**config.mk**
```make
export PLATFORM = sky130hd
export DESIGN_NAME = ex_mem_skid_reg
export DESIGN_NICKNAME = d
export VERILOG_FILES = /design/src/rtl/ex_mem_skid_reg.sv
export SDC_FILE = /design/constraint.sdc
export NUM_CORES = 1
export LEC_CHECK = 0
export ABC_AREA = 1
export ABC_CLOCK_PERIOD_IN_PS = 1450
export CAP_MARGIN = 5
export CORE_ASPECT_RATIO = 1.75
export CORE_MARGIN = 2
export CORE_UTILIZATION = 45
export CTS_CLUSTER_SIZE = 24
export DETAILED_ROUTE_END_ITERATION = 12
export MAX_ROUTING_LAYER = met4
export PLACE_DENSITY = 0.77
export SETUP_SLACK_MARGIN = 0.2
export SKIP_CTS_REPAIR_TIMING = 1
export SYNTH_ARGS = -nofsm -noshare
export SYNTH_HDL_FRONTEND = slang
export SYNTH_SLANG_ARGS = --single-unit
```
**constraint.sdc**
```tcl
create_clock -name i_clk -period 1.45 [get_ports i_clk]
set_input_delay 0.29 -clock i_clk [delete_from_list [all_inputs] [get_ports i_clk]]
set_output_delay 0.29 -clock i_clk [all_outputs]
set_load 0.01 [all_outputs]
```
**src/rtl/ex_mem_skid_reg.sv**
```systemverilog
// EX/MEM pipeline register with valid/ready handshake, optional 2-entry skid
// buffer, synchronous flush and a saturating MEM back-pressure counter.
module ex_mem_skid_reg #(
  parameter int XLEN       = 32,
  parameter int REG_ADDR_W = 5,
  parameter int SKID_EN    = 1,
  parameter int DEBUG_EN   = 1,
  parameter int CNT_W      = 16
) (
  input  logic                  i_clk,
  input  logic                  i_rst,
  input  logic                  i_flush,
  // EX side
  input  logic                  i_valid,
  output logic                  o_ready,
  input  logic [XLEN-1:0]       i_debug_pc,
  input  logic [XLEN-1:0]       i_debug_inst,
  input  logic [XLEN-1:0]       i_rs_2,
  input  logic [REG_ADDR_W-1:0] i_rd_num,
  input  logic [XLEN-1:0]       i_alu_out,
  input  logic [6:0]            i_opcode,
  input  logic [2:0]            i_func_3,
  input  logic                  i_op_type,
  // MEM side
  output logic                  o_valid,
  input  logic                  i_ready,
  output logic [XLEN-1:0]       debug_pc,
  output logic [XLEN-1:0]       debug_inst,
  output logic [XLEN-1:0]       rs_2,
  output logic [REG_ADDR_W-1:0] rd_num,
  output logic [XLEN-1:0]       alu_out,
  output logic [6:0]            opcode,
  output logic [2:0]            func_3,
  output logic                  op_type,
  output logic [CNT_W-1:0]      o_stall_cnt,
  output logic [1:0]            o_state
);

  // Handshake: a beat transfers on a rising edge where valid & ready are both
  // high; the producer holds valid and payload steady until that edge, and the
  // consumer may not make ready depend on the producer's valid.

  localparam int CW = 2 * XLEN + REG_ADDR_W + 11;
  localparam int DW = 2 * XLEN;
  localparam logic [CNT_W-1:0] CNT_MAX = '1;

  typedef enum logic [1:0] {
    ST_EMPTY = 2'd0,
    ST_FULL  = 2'd1,
    ST_SKID  = 2'd2
  } state_t;

  state_t         r_state;
  state_t         w_state_nxt;
  logic           w_in_fire;
  logic           w_out_fire;
  logic           w_ld_main_in;
  logic           w_ld_main_skid;
  logic           w_ld_skid;
  logic [CW-1:0]  w_in_core;
  logic [CW-1:0]  w_skid_core;
  logic [CW-1:0]  r_main_core;
  logic [CNT_W-1:0] r_stall_cnt;

  assign o_valid    = (r_state != ST_EMPTY);
  assign w_in_fire  = i_valid & o_ready;
  assign w_out_fire = o_valid & i_ready;
  assign o_state    = r_state;
  assign w_in_core  = {i_rs_2, i_alu_out, i_rd_num, i_opcode, i_func_3, i_op_type};

  always_comb begin
    w_state_nxt    = r_state;
    w_ld_main_in   = 1'b0;
    w_ld_main_skid = 1'b0;
    w_ld_skid      = 1'b0;
    case (r_state)
      ST_EMPTY: begin
        if (w_in_fire) begin
          w_ld_main_in = 1'b1;
          w_state_nxt  = ST_FULL;
        end
      end
      ST_FULL: begin
        if (w_in_fire && i_ready) begin
          w_ld_main_in = 1'b1;
        end else if (w_in_fire && (SKID_EN != 0)) begin
          w_ld_skid   = 1'b1;
          w_state_nxt = ST_SKID;
        end else if (w_out_fire) begin
          w_state_nxt = ST_EMPTY;
        end
      end
      ST_SKID: begin
        if (w_out_fire) begin
          w_ld_main_skid = 1'b1;
          w_state_nxt    = ST_FULL;
        end
      end
      default: w_state_nxt = ST_EMPTY;
    endcase
    // Flush drops everything held plus whatever EX fires this cycle.
    if (i_flush) begin
      w_state_nxt    = ST_EMPTY;
      w_ld_main_in   = 1'b0;
      w_ld_main_skid = 1'b0;
      w_ld_skid      = 1'b0;
    end
  end

  always_ff @(posedge i_clk) begin
    if (i_rst) r_state <= ST_EMPTY;
    else       r_state <= w_state_nxt;
  end

  always_ff @(posedge i_clk) begin
    if (i_rst || i_flush)     r_main_core <= '0;
    else if (w_ld_main_in)    r_main_core <= w_in_core;
    else if (w_ld_main_skid)  r_main_core <= w_skid_core;
  end

  assign {rs_2, alu_out, rd_num, opcode, func_3, op_type} = r_main_core;

  generate
    if (SKID_EN != 0) begin : g_skid
      logic          r_ready;
      logic [CW-1:0] r_skid_core;

      always_ff @(posedge i_clk) begin
        if (i_rst) r_ready <= 1'b1;
        else       r_ready <= (w_state_nxt != ST_SKID);
      end

      always_ff @(posedge i_clk) begin
        if (i_rst || i_flush) r_skid_core <= '0;
        else if (w_ld_skid)   r_skid_core <= w_in_core;
      end

      assign o_ready     = r_ready & ~i_rst;
      assign w_skid_core = r_skid_core;
    end else begin : g_noskid
      logic w_unused_skid;
      assign w_unused_skid = w_ld_skid;
      assign o_ready       = ~i_rst & (~o_valid | i_ready);
      assign w_skid_core   = '0;
    end

    if (DEBUG_EN != 0) begin : g_dbg
      logic [DW-1:0] r_main_dbg;
      logic [DW-1:0] w_skid_dbg;

      if (SKID_EN != 0) begin : g_dbg_skid
        logic [DW-1:0] r_skid_dbg;
        always_ff @(posedge i_clk) begin
          if (i_rst || i_flush) r_skid_dbg <= '0;
          else if (w_ld_skid)   r_skid_dbg <= {i_debug_pc, i_debug_inst};
        end
        assign w_skid_dbg = r_skid_dbg;
      end else begin : g_dbg_noskid
        assign w_skid_dbg = '0;
      end

      always_ff @(posedge i_clk) begin
        if (i_rst || i_flush)    r_main_dbg <= '0;
        else if (w_ld_main_in)   r_main_dbg <= {i_debug_pc, i_debug_inst};
        else if (w_ld_main_skid) r_main_dbg <= w_skid_dbg;
      end

      assign {debug_pc, debug_inst} = r_main_dbg;
    end else begin : g_nodbg
      logic w_unused_dbg;
      assign w_unused_dbg = ^{i_debug_pc, i_debug_inst};
      assign debug_pc     = '0;
      assign debug_inst   = '0;
    end
  endgenerate

  // Counts every cycle MEM back-pressures a valid entry, flush cycles included.
  always_ff @(posedge i_clk) begin
    if (i_rst)
      r_stall_cnt <= '0;
    else if (o_valid && !i_ready && (r_stall_cnt != CNT_MAX))
      r_stall_cnt <= r_stall_cnt + 1'b1;
  end

  assign o_stall_cnt = r_stall_cnt;

endmodule

```
run_1/zoom.png
Region (89, 161) to (109, 181) um. Cells in gray, sequential cells in the stronger gray; small squares are vias.
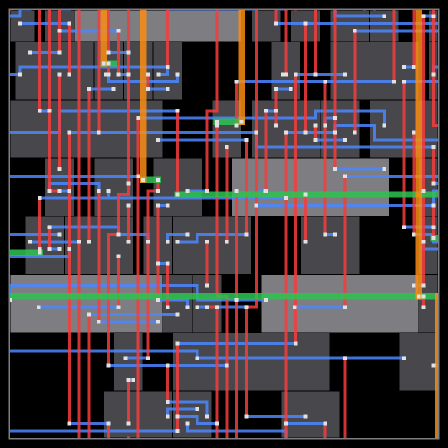
orange -> met4
blue -> met1
green -> met3
red -> met2
sequential cells in the window = 4
cells with their middle in the window = 38
most frequent = nand2_1 (8), nor2_1 (5), o21ai_0 (4)
netlist names of flops here include = g_skid.r_skid_core (3), r_main_core (1)

run_1/final_clocks.png
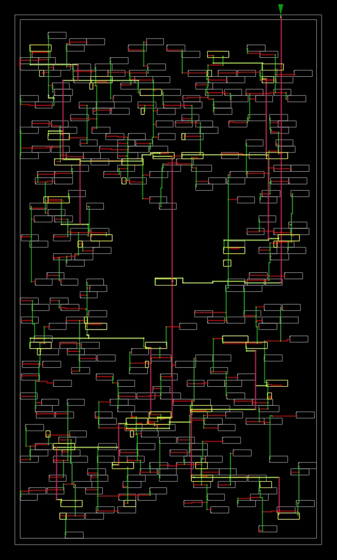
count of sequential standard cells: 307
count of clock tree sinks: 307
tally of clock buffers in the finished layout: 41
total clock network power: 7520 uW
worst-skew pair later-pin latency: 0.56 ns

run_1/metal_stack.png
Scale: 3 px per um. Only two layers are drawn.
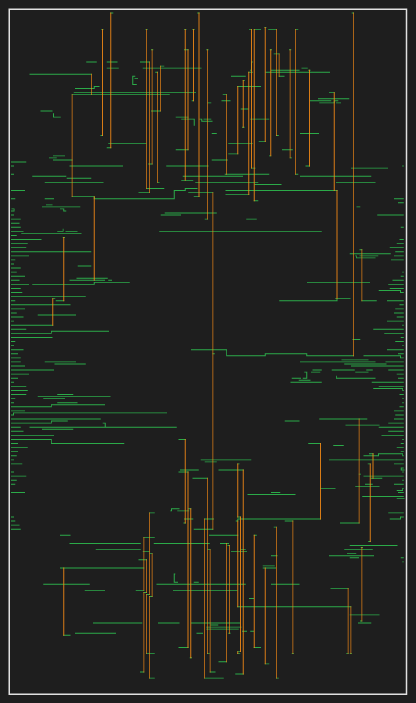
orange -> met4  # wire length 2350 um
green -> met3  # wire length 2630 um
mean routed wirelength per cell: 16.5 um
count of vias placed by the detailed router: 13800
total wire length after detailed routing: 43.8 mm

==> COMMIT_EDITMSG, run 1 <==
Log flow metrics for this revision

- Per the synth log, the flip-flop and latch total comes to roughly 310.
- AND/OR/NAND/NOR Cells, Area Fraction: just over 30%
* Number of endpoints failing setup at the final stage: 295
- Met2 WL: 23.3 mm
- Leakage power of the design: 0.00918 uW
- Multi-input gate share of total cell area: 29.9%
- The floorplan report lists the tap cell count as 378.
- Fraction of synthesis flops using an asynchronous set or reset pin: 0%
- By area the synthesized netlist is led by dfxtp_1, nand2_1, nor2_1.
- Cell type taking the most area: sequential cells
* Overall fraction of global-route tracks in use: roughly 27%
- NetSw: 4190 uW
- Final Slew Violations: 0
- Critical Path Sink Type: output port
* Met1 Routed Length: between 15 and 20 mm
* Initial antenna violation count: 0
- In this run the cell area measured after placement is between 0.015 and 0.02 mm2.
- Maximum number of pins on one net before global-route repair: 41
- In this run, synthesis inferred 0 flip-flops with an integrated enable.
* Clock-pin slew on the worst setup and hold paths: 0.06 ns
* Max capacitance violation total: 0
- Worst Clk Skew: 0.0127 ns
- The run finished, with violations left.
- After synthesis the cells add up to 0.0129 mm2.
* Type of the setup path with the least slack: register to output port
* Top power group: registers
* Critical path depth: 4
- The number of warnings reported in the stage logs is 28.
* Inserted Diodes: 1
- Met2 layer usage reported by global route: 48.6%
- Synthesized net count: 2031
- In the final layout, flip-flops and latches occupy 0.00637 mm2.
- Note that the worst hold path type here is input pin to register.
- The critical path in the final layout is reported with a setup slack of -0.131 ns.
* Area fraction in full adders, half adders and majority gates: 0.0971%
- Portion of netlist area occupied by mux cells: 0%
- In this run, the clock network consumes about two fifths of the power.
- The report lists the cells along the critical path as inv_1 > buf_4 > nand2_2 > buf_6.
- Time the worst path needs with I/O delays and setup: approximately 1.6 ns
- Max-slew headroom: 75.9%
- The largest total area in the synthesized netlist belongs to dfxtp_1.
* Maximum root-to-sink buffer count: 3
* Growth of design area from synthesis to finish: 50.8%
* Violations in the final reports: negative setup slack
* CP delay by family, top: flip-flops
--- run 2 (diff from run 1) ---
SKIP_LAST_GASP = 1   (was default)
run_2/final_clocks.png
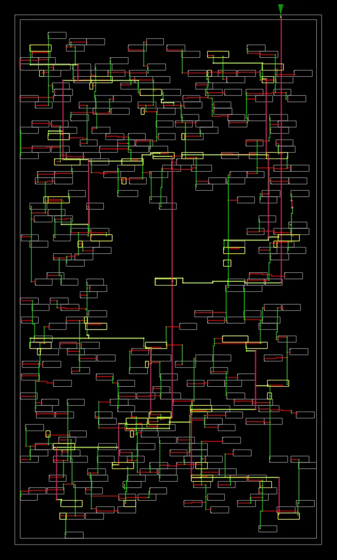
CTS buffer count: 28
Worst Clk Skew: 0.0112 ns
total clock network power: 7540 uW

==> run 2 against run 1 <==
Effect of this change:
- the flow still finishes with violations (negative setup slack)
- wire length decreased by 0.84%
- largest cell class unchanged
- area after synthesis unchanged
- critical endpoint unchanged
- sequential power about the same
==> COMMIT_EDITMSG, run 2 <==
Log flow metrics for this revision

- The worst path in the final design needs a cycle of 1.59 ns, including I/O delays and setup.
- Result of the run: complete, but fails checks
- Worst-case setup margin in the final layout: -0.139 ns
- Growth of design area from synthesis to finish: 49.8%
* Tally of clock buffers in the finished layout: 41
- NetSw: 4190 uW
- The signal on the critical path passes through inv_1 > buf_4 > nand2_2 > buf_2.
- Final Slew Violations: 0
- Portion of netlist area occupied by mux cells: 0%
* Inserted Diodes: 1
- Met2 layer usage reported by global route: 48.6%
* Critical path depth: 4
- Total wire length after detailed routing: between 40 and 50 mm
- AND/OR/NAND/NOR Cells, Area Fraction: between 30% and 40%
- Leakage power of the design: 0.00908 uW
- The timing report attributes the biggest portion of critical-path delay to flip-flops.
* Worst-skew pair later-pin latency: 0.56 ns
* Maximum number of pins on one net before global-route repair: 41
* Fraction of synthesis flops using an asynchronous set or reset pin: 0%
- Summed over all routing layers, the global router reports a total usage of 27.1%.
- Hold Crit Class: input pin to register
- Tool warnings: 28
- In the power breakdown, the biggest contributor is registers.
* Violations in the final reports: negative setup slack
- Cell type taking the most area: sequential cells
- Netlist area before placement: between 0.01 and 0.015 mm2
* Mean routed wirelength per cell: 16.3 um
* Synth area leader: dfxtp_1
- Count of state elements after synthesis: roughly 310
- Max-slew headroom: 77.4%
- Met2 WL: 23.0 mm
- The final report lists the setup-violating endpoint count as 292.
- Number of tap cells added at floorplan: between 300 and 400
- Synthesized net count: 2031
* Count of clock tree sinks: roughly 300
* Maximum root-to-sink buffer count: 3
- Power share of the clock group: 42.2%
- In this run, synthesis inferred 0 flip-flops with an integrated enable.
* Type of the setup path with the least slack: register to output port
- Cell area leaders: dfxtp_1, nand2_1, nor2_1
* Initial antenna violation count: 0
run_2/zoom.png
Region (89, 161) to (109, 181) um. Cells in gray, sequential cells in the stronger gray; small squares are vias.
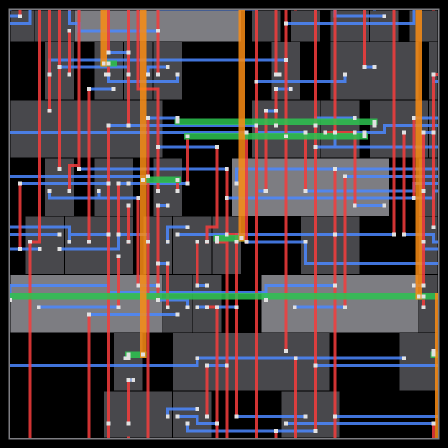
orange -> met4
red -> met2
green -> met3
blue -> met1
cells with their middle in the window = 39
netlist names of flops here include = g_skid.r_skid_core (3), r_main_core (1)
most frequent = nand2_1 (8), nor2_1 (6)
sequential cells in the window = 4

--- run 3 (diff from run 2) ---
ABC_CLOCK_PERIOD_IN_PS = 1700   (was 1450)
CORE_UTILIZATION = 50   (was 45)
PLACE_DENSITY = 0.81   (was 0.77)
clock period = 1.7 ns   (was 1.45 ns; I/O delays follow)
run_3/port_nets.png
Scale: 2 px per um.
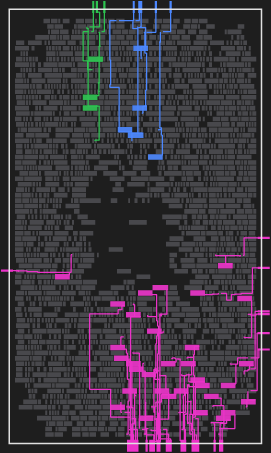
green -> func_3  # direction output, edge north, end cells 3, buffers 3, wire 171 um
blue -> rd_num  # direction output, edge north, end cells 5, buffers 5, wire 328 um
magenta -> rs_2  # direction output, edge 25 south, 6 east, 1 west, end cells 32, buffers 32, wire 1510 um

==> run 3 against run 2 <==
Effect of this change:
- the flow now finishes without violations
- total power down 15%
- wire length up 7.5%
- sequential power down 15%
- critical endpoint is now r_main_core[59]
- largest power group unchanged
- highest routed layer unchanged
==> COMMIT_EDITMSG, run 3 <==
Log flow metrics for this revision

- Time the worst path needs with I/O delays and setup: around 1.6 ns
- Worst Clk Skew: 0.00690 ns
- Per the post-synthesis report, the nets total 2031.
- Final Slew Violations: 0
- Met2 WL: between 20 and 25 mm
- The power report puts the net switching power at between 3000 and 4000 uW.
- CTS buffer count: 27
- The number of antenna diodes in the final layout is 1.
* Critical path depth: 11
- The number of antenna violations at the first check in global routing is 1.
- Clock-pin slew on the worst setup and hold paths: 0.07 ns
- The placed instances occupy a cell area of 0.0169 mm2.
- In this run the tools logged warnings totalling 27.
* Total wire length after detailed routing: 46.7 mm
- Summing all multiplexer cells gives an area fraction of 0%.
* Critical Path Sink Type: register
- Type of the setup path with the least slack: register to register
- Cell type taking the most area: sequential cells
- Per report_power, the top consumer among the power groups is registers.
- For this block, the via count after detailed routing is approximately 14000.
- In this run the deepest clock path goes through 3 buffers.
- The critical path in the final layout is reported with a setup slack of 0.0630 ns.
- Looking at the power breakdown, the clock network takes 41.8% of the total.
- Met2 layer usage reported by global route: 52.6%
- Flip-flops with a built-in enable: 0
- In the finished layout, the clock tree contains a buffer count of 40.
- The synthesis report lists the most area-consuming cells as dfxtp_1, nand2_1, nor2_1.
- STA reports the tightest min-delay check as being of type input pin to register.
- Overall fraction of global-route tracks in use: ~29%
- Leakage power of the design: 0.0115 uW
- Sequential cell area in the final layout: 0.00618 mm2
* Mean routed wirelength per cell: 18.2 um
- Count of state elements after synthesis: 307
- Per the run report, area growth between synthesis and finish was 52.7%.
* Worst-skew pair later-pin latency: 0.54 ns
- The flow ran to the end, and the final reports show no timing, DRC or antenna violations.
- Clock network power for this build is 6370 uW.
* Fraction of synthesis flops using an asynchronous set or reset pin: 0%
- The tree built by TritonCTS fans out to 307 sinks.
- Multi-input gate share of total cell area: 30.3%
- Per the synthesis report, the simple-gate share of the synthesized area is a little under a third.
run_3/zoom.png
Region (84, 152) to (104, 172) um. Cells in gray, sequential cells in the stronger gray; small squares are vias.
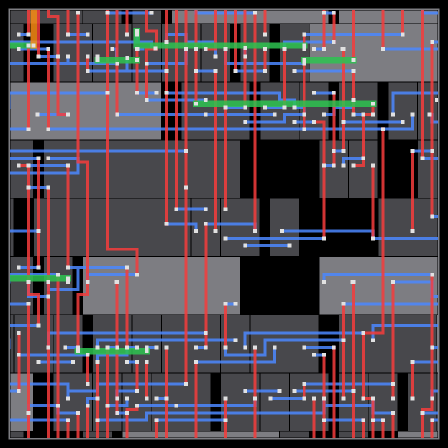
green -> met3
orange -> met4
blue -> met1
red -> met2
netlist names of flops here include = r_main_core (3), g_skid.r_skid_core (1)
most frequent = nand2_1 (11), nor2_1 (7), nand3_1 (5)
cells with their middle in the window = 46
sequential cells in the window = 4


==> gallery <==
Signal wires on met2.
Scale: 2 px per um. Cells faint in the background.
picture 1
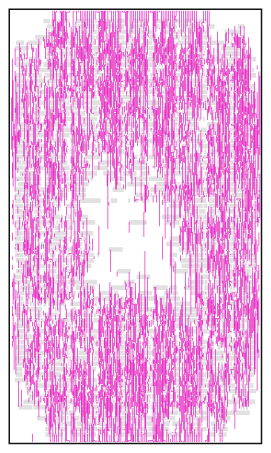
picture 2
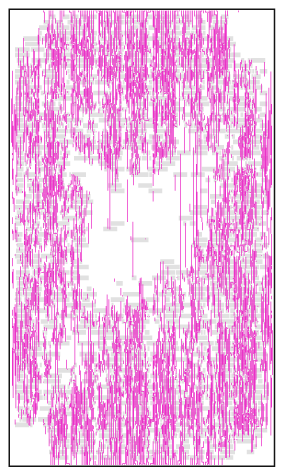
For run 2, see picture 2.
For run 3, see picture 1.

Key to picture 1:
longest straight run = 70.5 um
nets with wire on the layer = 2033

Power figures rest on the tool's default switching activity, not on a simulated workload.
